===== src/rtl/victim_wb_buffer_if.sv =====
// Bus bundle for the victim writeback buffer: cache-side push/lookup plus AXI AW/W/B.
// The slave modport is the buffer's view and the master modport is the environment's view.
interface victim_wb_buffer_if #(
    parameter int ADDR_WIDTH = 32,
    parameter int DATA_WIDTH = 32,
    parameter int LINE_WORDS = 4
);
    logic                             push_valid;
    logic                             push_ready;
    logic [ADDR_WIDTH-1:0]            push_addr;
    logic [LINE_WORDS*DATA_WIDTH-1:0] push_data;
    logic                             busy;
    logic [ADDR_WIDTH-1:0]            lookup_addr;
    logic                             conflict;
    logic                             awvalid;
    logic                             awready;
    logic [ADDR_WIDTH-1:0]            awaddr;
    logic [7:0]                       awlen;
    logic [2:0]                       awsize;
    logic [1:0]                       awburst;
    logic                             wvalid;
    logic                             wready;
    logic [DATA_WIDTH-1:0]            wdata;
    logic [DATA_WIDTH/8-1:0]          wstrb;
    logic                             wlast;
    logic                             bvalid;
    logic                             bready;
    logic [1:0]                       bresp;
    logic                             wb_error;

    modport slave (
        input  push_valid, push_addr, push_data, lookup_addr,
        input  awready, wready, bvalid, bresp,
        output push_ready, busy, conflict,
        output awvalid, awaddr, awlen, awsize, awburst,
        output wvalid, wdata, wstrb, wlast, bready, wb_error
    );

    modport master (
        output push_valid, push_addr, push_data, lookup_addr,
        output awready, wready, bvalid, bresp,
        input  push_ready, busy, conflict,
        input  awvalid, awaddr, awlen, awsize, awburst,
        input  wvalid, wdata, wstrb, wlast, bready, wb_error
    );
endinterface


===== src/rtl/victim_wb_buffer.sv =====
// Single-entry writeback buffer: holds one evicted dirty line and drains it as one
// AXI INCR burst (AW, LINE_WORDS W beats, B), flagging refill reads of that line.
module victim_wb_buffer #(
    parameter int ADDR_WIDTH = 32,
    parameter int DATA_WIDTH = 32,
    parameter int LINE_WORDS = 4
) (
    input  logic               clk,
    input  logic               reset,
    victim_wb_buffer_if.slave  bus
);
    localparam int OFF    = $clog2(LINE_WORDS * DATA_WIDTH / 8);
    localparam int BEAT_W = $clog2(LINE_WORDS);
    localparam logic [BEAT_W-1:0] LAST_BEAT = BEAT_W'(LINE_WORDS - 1);

    typedef enum logic [1:0] {
        S_IDLE,
        S_AW,
        S_W,
        S_B
    } state_e;

    state_e                 state_q, state_d;
    logic [BEAT_W-1:0]      beat_q, beat_d;
    logic [ADDR_WIDTH-1:0]  addr_q;
    logic [DATA_WIDTH-1:0]  words_q [LINE_WORDS];
    logic                   accept;

    assign accept = (state_q == S_IDLE) && bus.push_valid;

    always_ff @(posedge clk) begin
        if (reset) begin
            state_q <= S_IDLE;
            beat_q  <= '0;
        end else begin
            state_q <= state_d;
            beat_q  <= beat_d;
        end
    end

    // Line payload carries no reset; it is only observed while an entry is held.
    always_ff @(posedge clk) begin
        if (accept) begin
            addr_q <= {bus.push_addr[ADDR_WIDTH-1:OFF], {OFF{1'b0}}};
            for (int i = 0; i < LINE_WORDS; i++) begin
                words_q[i] <= bus.push_data[i*DATA_WIDTH +: DATA_WIDTH];
            end
        end
    end

    always_comb begin
        state_d        = state_q;
        beat_d         = beat_q;
        bus.push_ready = 1'b0;
        bus.awvalid    = 1'b0;
        bus.wvalid     = 1'b0;
        bus.wlast      = 1'b0;
        bus.bready     = 1'b0;
        bus.wb_error   = 1'b0;
        case (state_q)
            S_IDLE: begin
                bus.push_ready = 1'b1;
                if (bus.push_valid) begin
                    state_d = S_AW;
                end
            end
            S_AW: begin
                bus.awvalid = 1'b1;
                if (bus.awready) begin
                    state_d = S_W;
                    beat_d  = '0;
                end
            end
            S_W: begin
                bus.wvalid = 1'b1;
                bus.wlast  = (beat_q == LAST_BEAT);
                if (bus.wready) begin
                    if (beat_q == LAST_BEAT) begin
                        state_d = S_B;
                    end else begin
                        beat_d = beat_q + 1'b1;
                    end
                end
            end
            S_B: begin
                bus.bready = 1'b1;
                if (bus.bvalid) begin
                    state_d      = S_IDLE;
                    bus.wb_error = (bus.bresp != 2'b00);
                end
            end
            default: state_d = S_IDLE;
        endcase
    end

    assign bus.busy     = (state_q != S_IDLE);
    assign bus.conflict = bus.busy &&
                          (bus.lookup_addr[ADDR_WIDTH-1:OFF] == addr_q[ADDR_WIDTH-1:OFF]);

    // Burst attributes are fixed by the line geometry; only address and data vary.
    assign bus.awaddr  = addr_q;
    assign bus.awlen   = 8'(LINE_WORDS - 1);
    assign bus.awsize  = 3'($clog2(DATA_WIDTH / 8));
    assign bus.awburst = 2'b01;
    assign bus.wdata   = words_q[beat_q];
    assign bus.wstrb   = '1;
endmodule


===== src/flat_wrapper.sv =====
// flat-port wrapper written by rule: the top's interface ports become plain ports
module victim_wb_buffer_flat 
#(
    parameter int ADDR_WIDTH = 32,
    parameter int DATA_WIDTH = 32,
    parameter int LINE_WORDS = 4
)
  (clk, reset, bus_push_valid, bus_push_addr, bus_push_data, bus_lookup_addr, bus_awready, bus_wready, bus_bvalid, bus_bresp, bus_push_ready, bus_busy, bus_conflict, bus_awvalid, bus_awaddr, bus_awlen, bus_awsize, bus_awburst, bus_wvalid, bus_wdata, bus_wstrb, bus_wlast, bus_bready, bus_wb_error);
  victim_wb_buffer_if #(.ADDR_WIDTH(ADDR_WIDTH), .DATA_WIDTH(DATA_WIDTH), .LINE_WORDS(LINE_WORDS)) bus_i ();
  input  logic clk;
  input  logic reset;
  input wire logic [$bits(bus_i.push_valid)-1:0] bus_push_valid;
  input wire logic [$bits(bus_i.push_addr)-1:0] bus_push_addr;
  input wire logic [$bits(bus_i.push_data)-1:0] bus_push_data;
  input wire logic [$bits(bus_i.lookup_addr)-1:0] bus_lookup_addr;
  input wire logic [$bits(bus_i.awready)-1:0] bus_awready;
  input wire logic [$bits(bus_i.wready)-1:0] bus_wready;
  input wire logic [$bits(bus_i.bvalid)-1:0] bus_bvalid;
  input wire logic [$bits(bus_i.bresp)-1:0] bus_bresp;
  output wire logic [$bits(bus_i.push_ready)-1:0] bus_push_ready;
  output wire logic [$bits(bus_i.busy)-1:0] bus_busy;
  output wire logic [$bits(bus_i.conflict)-1:0] bus_conflict;
  output wire logic [$bits(bus_i.awvalid)-1:0] bus_awvalid;
  output wire logic [$bits(bus_i.awaddr)-1:0] bus_awaddr;
  output wire logic [$bits(bus_i.awlen)-1:0] bus_awlen;
  output wire logic [$bits(bus_i.awsize)-1:0] bus_awsize;
  output wire logic [$bits(bus_i.awburst)-1:0] bus_awburst;
  output wire logic [$bits(bus_i.wvalid)-1:0] bus_wvalid;
  output wire logic [$bits(bus_i.wdata)-1:0] bus_wdata;
  output wire logic [$bits(bus_i.wstrb)-1:0] bus_wstrb;
  output wire logic [$bits(bus_i.wlast)-1:0] bus_wlast;
  output wire logic [$bits(bus_i.bready)-1:0] bus_bready;
  output wire logic [$bits(bus_i.wb_error)-1:0] bus_wb_error;
  assign bus_i.push_valid = bus_push_valid;
  assign bus_i.push_addr = bus_push_addr;
  assign bus_i.push_data = bus_push_data;
  assign bus_i.lookup_addr = bus_lookup_addr;
  assign bus_i.awready = bus_awready;
  assign bus_i.wready = bus_wready;
  assign bus_i.bvalid = bus_bvalid;
  assign bus_i.bresp = bus_bresp;
  assign bus_push_ready = bus_i.push_ready;
  assign bus_busy = bus_i.busy;
  assign bus_conflict = bus_i.conflict;
  assign bus_awvalid = bus_i.awvalid;
  assign bus_awaddr = bus_i.awaddr;
  assign bus_awlen = bus_i.awlen;
  assign bus_awsize = bus_i.awsize;
  assign bus_awburst = bus_i.awburst;
  assign bus_wvalid = bus_i.wvalid;
  assign bus_wdata = bus_i.wdata;
  assign bus_wstrb = bus_i.wstrb;
  assign bus_wlast = bus_i.wlast;
  assign bus_bready = bus_i.bready;
  assign bus_wb_error = bus_i.wb_error;
  victim_wb_buffer #(.ADDR_WIDTH(ADDR_WIDTH), .DATA_WIDTH(DATA_WIDTH), .LINE_WORDS(LINE_WORDS)) u_core (.clk(clk), .reset(reset), .bus(bus_i));
endmodule

===== config.mk =====
export PLATFORM = sky130hd
export DESIGN_NAME = victim_wb_buffer_flat
export DESIGN_NICKNAME = d
export VERILOG_FILES = /design/src/rtl/victim_wb_buffer_if.sv /design/src/rtl/victim_wb_buffer.sv /design/src/flat_wrapper.sv
export SDC_FILE = /design/constraint.sdc
export NUM_CORES = 1
export LEC_CHECK = 0
export ABC_AREA = 0
export CAP_MARGIN = 0
export CORE_MARGIN = 3
export CORE_UTILIZATION = 30
export DETAILED_ROUTE_END_ITERATION = 8
export HOLD_SLACK_MARGIN = 0.08
export PLACE_DENSITY_LB_ADDON = 0.08
export SLEW_MARGIN = 20
export SYNTH_ARGS = -nofsm -noshare
export SYNTH_HDL_FRONTEND = slang
export SYNTH_SLANG_ARGS = --single-unit

===== constraint.sdc =====
create_clock -name clk -period 6.5 [get_ports clk]
set_input_delay 1.3 -clock clk [delete_from_list [all_inputs] [get_ports clk]]
set_output_delay 1.3 -clock clk [all_outputs]
set_load 0.1 [all_outputs]

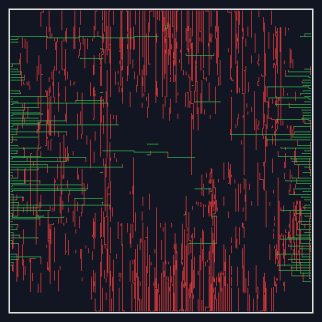
Run 1: routed metal, one colour a layer
Scale: 2 px per µm. Only two layers are drawn.
Key: M3 = green [wire length 1,710 µm]; M2 = red [wire length 7,430 µm]
Tot GR Track Use: 12.9%
via count: 3,593
drt wl/cell: 17.3 µm
routed wire length: 14.6 mm

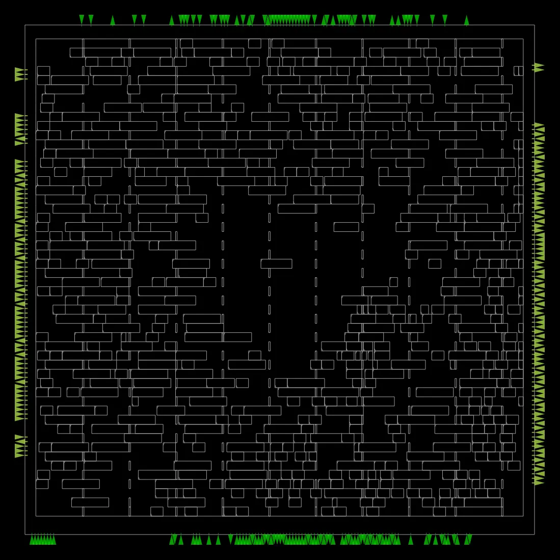
Run 1: cell placement
Tapcells: 270
area of the core: 0.0204 mm²
utilization after layout: 47.6%

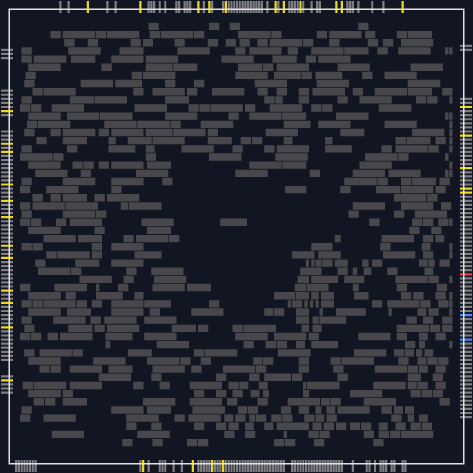
Run 1: pin placement
Scale: 3 px per µm. Pins as bars across the die edge, other pins in grey.
Key: bus_wdata = yellow [pins 32, direction output, edge 12 left, 11 top, 5 right, 4 bottom]; bus_wready = red [pins 1, direction input, edge right]; bus_bresp = blue [pins 2, direction input, edge right]
All pins by edge: 81 right, 79 bottom, 72 left, 57 top.
Die Wd: 151 µm
Die Height: 151 µm
PortBufs: 259

-- run 1: registers in the layout (all words and copies together) (netlist names), named ones only --
signal,flops
u_core.words_q,128
u_core.beat_q,2
u_core.bus.awaddr,28
u_core.state_q,2
-- run 1: through the flow --
stage,instances,hold slack (ps)
6_report,846,544
5_1_grt,846,589
4_1_cts,846,546
3_5_place_dp,815,537
3_3_place_gp,815,512
2_1_floorplan,312,492
-- run 1: worst max-delay path: stages --
cell,delay (ps)
clkdlybuf4s50_1,410
xor2_1,150
nor4_1,380
nand4_1,220
nor4_2,310
clkdlybuf4s50_1,1170
-- run 1: worst paths after layout --
check,start,end,cells past startpoint
max,bus_lookup_addr[6],bus_conflict,6
min,u_core.state_q[0],u_core.state_q[0],2
min reg2reg,u_core.state_q[0],u_core.state_q[0],2
max reg2reg,u_core.state_q[1],u_core.bus.awaddr[24],4
-- run 1: power breakdown --
part	switching, W	internal [W]
logic	0.00118	0.000441
registers	0.0000848	0.00147
clock network	0.000423	0.000572
-- run 1: cells in the final DEF (no fill, tap or decap), types with 2 or more instances in the layout --
| cell type | Yosys | routed |
|---|---|---|
| dfxtp_2 | 0 | 2 |
| mux2i_1 | 3 | 3 |
| bufinv_16 | 0 | 2 |
| ha_1 | 6 | 6 |
| nor2_1 | 6 | 6 |
| xnor2_1 | 11 | 11 |
| inv_1 | 4 | 4 |
| inv_8 | 0 | 2 |
| and2_1 | 3 | 2 |
| dfxtp_1 | 6 | 4 |
| inv_6 | 0 | 3 |
| edfxtp_1 | 156 | 156 |
| mux4_2 | 32 | 32 |
| nor2b_1 | 2 | 2 |
| conb_1 | 2 | 21 |
| clkbuf_16 | 0 | 17 |
| clkdlybuf4s50_1 | 0 | 259 |
| xor2_1 | 17 | 17 |
| clkinvlp_4 | 0 | 4 |
| nand4_1 | 4 | 4 |
| nor4_1 | 4 | 4 |
-- run 1: per-layer routing --
| metal | wire length [µm] | vias up | part of all wire, % |
|---|---|---|---|
| li1 | - | 1671 | - |
| met1 | 5240 | 1720 | 36 |
| met2 | 7430 | 181 | 51 |
| met3 | 1710 | 21 | 12 |
| met4 | 263 | 0 | 1.8 |
| met5 | 0 | - | 0 |
-- run 1: synth_stat cells --
cell	count	area (µm²)
a2111oi_4	1	27.5
mux4_2	32	721
nor4_1	4	25.0
nor2_1	6	22.5
and2_1	3	18.8
edfxtp_1	156	4680
buf_1	3	11.3
buf_2	1	5.00
o211a_1	1	10.0
inv_1	4	15.0
ha_1	6	75.1
mux2i_1	3	30.0
a21oi_1	1	5.00
xnor2_1	11	96.3
a21boi_4	1	18.8
xor2_1	17	149
nor2b_1	2	12.5
conb_1	2	7.51
buf_4	24	180
dfxtp_1	6	120
nor2b_4	1	13.8
a211oi_1	1	7.51
nand3b_1	1	7.51
nand4_1	4	25.0
nor4_2	1	12.5
nand2b_1	1	6.26
-- run 1: logic make-up after synthesis --
| logic type | after synthesis | synth area share, % |
|---|---|---|
| xor+xnor | 28 | 3.89 |
| flops | 162 | 76.2 |
| other cells | 2 | 0.119 |
| compound gates | 5 | 1.09 |
| fa+ha+maj | 6 | 1.19 |
| buf+inv | 32 | 3.35 |
| mux | 35 | 11.9 |
| simple gates | 23 | 2.28 |
==> impl_metrics.env, run 1 <==
# yosys + openroad results
export IMPL_top_usage_layer="met2"
export IMPL_fin_nets=770
export IMPL_leakagePower_nw=3.30
export IMPL_cts_resized=0
export IMPL_warning_count=40
export IMPL_clkCellAreaFrac_pct=5.98
export IMPL_drv_slew=0
export IMPL_grtUsageMet3_pct=6.19
export IMPL_finalHoldViolCount=0
export IMPL_drt_iter0_drc=146
export IMPL_fp_utilization_pct=30.9
export IMPL_antenna_found_initial=0
export IMPL_grt_use_met2_pct=21.3
export IMPL_clk_latency_ps=420
export IMPL_ios=289
export IMPL_h_tree_depth=4
export IMPL_skew_ps=7.24
export IMPL_grt_setup_unrepaired="false"
export IMPL_grt_pass1_wl_mm=21.6
export IMPL_yosys_cell_types_count=26
export IMPL_holdBufCountCts=0
export IMPL_firstDrtPassIters=4
export IMPL_clockBufferDepth=2
export IMPL_gr_total_overflow=0
export IMPL_comb_share_pct=14.0
export IMPL_n_all_inverters=4
export IMPL_arrival_ps=3940
export IMPL_r2r_slack_ps=4100
export IMPL_max_freq_mhz=191
export IMPL_p_total_w=0.00417
export IMPL_yosysChipArea_mm2=0.00631
export IMPL_antenna_cells=0
export IMPL_root_buffer="clkbuf_16"
export IMPL_fin_crit_sh_pct=80.6
export IMPL_synthesis_area_mm2=0.00631
export IMPL_worstPathRequired_ps=5200
export IMPL_outcome="finished clean"
export IMPL_dpl_instance_area_mm2=0.00915
export IMPL_maxCapViolations=0
export IMPL_chipArea_mm2=0.0228
export IMPL_bufAreaShareNonClock_pct=26.9
export IMPL_signal_buffers=261
export IMPL_post_cts_buffers=0
export IMPL_drive_gt1_share_pct=12.3
export IMPL_comb_area_mm2=0.00137
export IMPL_largest_cell_class="registers"
export IMPL_rows=52
export IMPL_ir_drop_uv=168
export IMPL_grt_max_degree=102
export IMPL_min_period_ps=5240
export IMPL_numCtsBuffers=17
export IMPL_ant_nets=0
export IMPL_via_per_inst=4.25
export IMPL_dpl_hpwl_mm=10.7
export IMPL_tightest_slew_ps=1030
export IMPL_finalWeightedCongestion=0.724
export IMPL_crit_path_max_fanout=1
export IMPL_clkSlewWorstSetupHoldPaths_ps=60
export IMPL_seq_share_pct=49.4
export IMPL_yosysCellCount=293
export IMPL_numSynthFlops=162
export IMPL_logic_gates=118
export IMPL_cts_sinks=162
export IMPL_nClkBuffers=18
export IMPL_post_route_drc_count=0
export IMPL_syn_to_final_growth_pct=54.2
export IMPL_setup_tns_final_ps=0
export IMPL_place_worst_setup_slack_ps=1240
export IMPL_syn_instance_count=293
export IMPL_timing_slew_headroom_pct=31.1
export IMPL_cts_tree="done"
export IMPL_avgSynthCellArea_um2=21.5
export IMPL_finalSetupViolCount=0
export IMPL_hold_path_class="reg -> reg"
export IMPL_critPathCaptureType="output pin"
export IMPL_seq_cells=162
export IMPL_grt_pass1_vias=3889
export IMPL_timing_final_ws_setup_ps=1260
export IMPL_yosysSeqAreaShare_pct=76.2
export IMPL_grt_use_met1_pct=14.3
export IMPL_yosysWarnings=0
export IMPL_worst_setup_path_type="in -> out"
export IMPL_seq_area_mm2=0.00481
export IMPL_powerDensity_mw_per_mm2=429
export IMPL_cp_start_kind="input pin"
export IMPL_fillers=1806
export IMPL_design_area_mm2=0.00973
Run 1, wires at chosen ports, followed through buffers:
Scale: 2 px per µm.
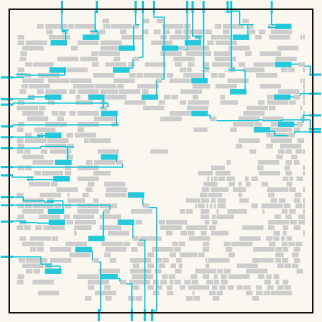

## Run 2: what changed since run 1
==> constraint.sdc (replaced) <==
create_clock -name clk -period 4.45 [get_ports clk]
set_input_delay 0.89 -clock clk [delete_from_list [all_inputs] [get_ports clk]]
set_output_delay 0.89 -clock clk [all_outputs]
set_load 0.1 [all_outputs]
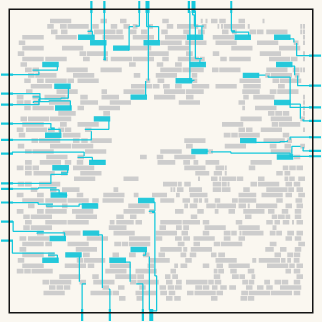
Run 2: wires at chosen ports, followed through buffers
Scale: 2 px per µm.
Key: bus_wdata = cyan [bits 32, direction output, edge 11 left, 9 top, 7 right, 5 bottom, end cells 32, buffers 32, wire 1,090 µm]
I/O pin total: 289

==> run 2 against run 1 <==
Register-to-register slack worse by 1600 ps. Synthesized area stayed put. Flip-flop count unchanged. Global-route usage increased by 0.18 points. Power grew 45%. Sequential share of layout area increased by 0.27 points. Sequential power is 46% higher. Combinational power increased by 46%. Setup slack lost 420 ps. Cell area shrank 0.54%. Core utilization is 0.26 points lower. Largest cell class unchanged. Largest power group unchanged.
==> impl_metrics.env, run 2 <==
# yosys + openroad results
export IMPL_leakagePower_nw=3.33
export IMPL_hold_path_class="reg -> reg"
export IMPL_yosysTopAreaCellShare_pct=74.3
export IMPL_drt_wl_total_mm=15.0
export IMPL_dp_cells=817
export IMPL_crit_reg2reg_launch="u_core.state_q[0]"
export IMPL_yosysChipArea_mm2=0.00631
export IMPL_fp_utilization_pct=30.9
export IMPL_path_buffers=1
export IMPL_pwr_share_comb_pct=39.2
export IMPL_max_stage_delay_ps=1000
export IMPL_numSynthFlops=162
export IMPL_yosysWarnings=0
export IMPL_swShare_pct=41.6
export IMPL_cp_start_kind="register"
export IMPL_grt_total_usage_pct=13.1
export IMPL_cts_tree="done"
export IMPL_die_height_um=151
export IMPL_crit_family="buffers and inverters"
export IMPL_post_cts_buffers=0
export IMPL_dpl_hpwl_mm=11.1
export IMPL_die_x_um=151
export IMPL_muxShareOfSynthArea_pct=11.9
export IMPL_final_cell_mix="clkdlybuf4s50_1 (240), edfxtp_1 (156), mux4_2 (32)"
export IMPL_synthesis_area_mm2=0.00631
export IMPL_drive_gt1_share_pct=16.1
export IMPL_synth_xor_area_share_pct=3.89
export IMPL_rows=52
export IMPL_syn_to_final_growth_pct=53.4
export IMPL_worst_setup_path_type="reg -> out"
export IMPL_h_tree_depth=4
export IMPL_outcome="finished clean"
export IMPL_coreArea_mm2=0.0204
export IMPL_maxCapViolations=0
export IMPL_gr_total_overflow=0
export IMPL_clkSlewWorstSetupHoldPaths_ps=60
export IMPL_max_freq_mhz=277
export IMPL_post_route_drc_count=0
export IMPL_p_int_w=0.00352
export IMPL_top_cell="edfxtp_1"
export IMPL_timing_slew_headroom_pct=32.3
export IMPL_worstPathRequired_ps=3560
export IMPL_fin_cells=849
export IMPL_topCellsByArea="edfxtp_1 (74%), mux4_2 (11%), buf_4 (2.9%)"
export IMPL_cts_resized=0
export IMPL_yosysCellCount=293
export IMPL_via_per_inst=4.26
export IMPL_yosys_cell_types_count=26
export IMPL_via_count=3616
export IMPL_seqPwrFrac_pct=37.5
export IMPL_r2r_slack_ps=2540
export IMPL_timing_final_ws_setup_ps=842
export IMPL_root_buffer="clkbuf_16"
export IMPL_numCtsBuffers=17
export IMPL_regMostFlops="u_core.words_q"
export IMPL_ys_flop_type="edfxtp_1"
export IMPL_yosys_area_share_simple_pct=2.28
export IMPL_compound_area_share_pct=1.09
export IMPL_firstDrtPassIters=4
export IMPL_whs_path_depth=2
export IMPL_place_worst_setup_slack_ps=915
export IMPL_powerDensity_mw_per_mm2=624
export IMPL_finalWeightedCongestion=0.705
export IMPL_grt_pass1_vias=3856
export IMPL_top_cells_by_count="edfxtp_1 (156), mux4_2 (32), buf_4 (24)"
export IMPL_synthArstFlopShare_pct=0
export IMPL_yosysSeqAreaShare_pct=76.2
export IMPL_clockBufferDepth=2
export IMPL_drt_iter0_drc=114
export IMPL_holdBufCountCts=0
export IMPL_pwr_share_clk_pct=23.2
export IMPL_avgSynthCellArea_um2=21.5
export IMPL_worstHoldEndpoint="u_core.state_q[0]"
export IMPL_crit_path_top_delay_cell="clkdlybuf4s50_1"
export IMPL_clk_latency_ps=420
export IMPL_warning_count=40
export IMPL_tightest_slew_ps=1010
export IMPL_p_sw_w=0.00251
export IMPL_finalHoldViolCount=0
export IMPL_lay_top_count="clkdlybuf4s50_1"
[run 2: netlist changes by cell type in the layout (fill, tap and decap cells not counted)]
| cell | before | now |
|---|---|---|
| inv_8 | 2 | 6 |
| clkinvlp_4 | 4 | 1 |
| bufinv_16 | 2 | 0 |
| inv_6 | 3 | 5 |
| buf_4 | 1 | 22 |
| clkbuf_1 | 1 | 0 |
| clkdlybuf4s50_1 | 259 | 240 |
| clkinv_1 | 0 | 1 |
[run 2: kinds of logic (layout without fill, tap and decap cells)]
| logic type | Yosys count | in the layout |
|---|---|---|
| AND-OR/OR-AND | 5 | 5 |
| XOR/XNOR | 28 | 28 |
| adder cells (fa/ha/maj) | 6 | 6 |
| buffers and inverters | 32 | 299 |
| flip-flops | 162 | 162 |
| multiplexers | 35 | 35 |
| other | 2 | 21 |
| AND/OR/NAND/NOR | 23 | 23 |
[run 2: worst register-to-register path, stage by stage (launching register included)]
cell     delay (ps)
dfxtp_1         340
inv_1           110
ha_1            280
and2_4          210
buf_4           570
[run 2: layout make-up]
cell class | count | area (µm²) | area share, %
tap | 270 | 338 | 3.49
timing repair buffer | 263 | 2590 | 26.7
clock inverter | 15 | 136 | 1.41
multi-input combinational | 118 | 1370 | 14.1
sequential | 162 | 4810 | 49.7
clock buffer | 17 | 425 | 4.40
inverter | 4 | 15.0 | 0.155
[run 2: routing by layer]
metal	track usage (%)	part of all wire, %	vias up
met5	0	0.13	-
met4	3.40	0.94	2
met3	6.16	11	13
met2	21.7	50	170
met1	15.2	38	1756
li1	-	-	1675
[run 2: worst max-delay path by stage]
| stage | slack [ps] | cells after the start | start | to |
|---|---|---|---|---|
| after CTS | 730 | 2 | register | bus_wdata[12] |
| after global placement | 960 | 6 | bus_lookup_addr[8] | bus_conflict |
| after floorplan | 300 | 4 | u_core.bus.awaddr[6] | bus_conflict |
| after detailed placement | 920 | 6 | bus_lookup_addr[31] | bus_conflict |
| final | 840 | 2 | register | bus_wdata[29] |
| after global routing | 680 | 2 | register | bus_wdata[31] |
[run 2: per-stage QoR]
stage	hold WS (ps)	total power, W	instance area (µm²)	util (%)
after CTS	543	0.00613	9670	47.4
after global placement	524	0.00466	9110	44.6
after floorplan	492	0.00409	6380	-
final	543	0.00603	9670	47.4
after global routing	577	0.00628	9670	47.4
after detailed placement	535	0.00470	9110	44.6
[run 2: power by group through the flow]
| stage | sequential, W | combinational (W) | clock [W] |
|---|---|---|---|
| 6_report | 0.00226 | 0.00237 | 0.00140 |
| 5_1_grt | 0.00231 | 0.00246 | 0.00151 |
| 4_1_cts | 0.00227 | 0.00240 | 0.00146 |
| 3_5_place_dp | 0.00231 | 0.00239 | 0 |
| 3_3_place_gp | 0.00228 | 0.00238 | 0 |
| 2_1_floorplan | 0.00270 | 0.00139 | 0 |
No activity file was given, so power comes from the tool's default toggle rates.
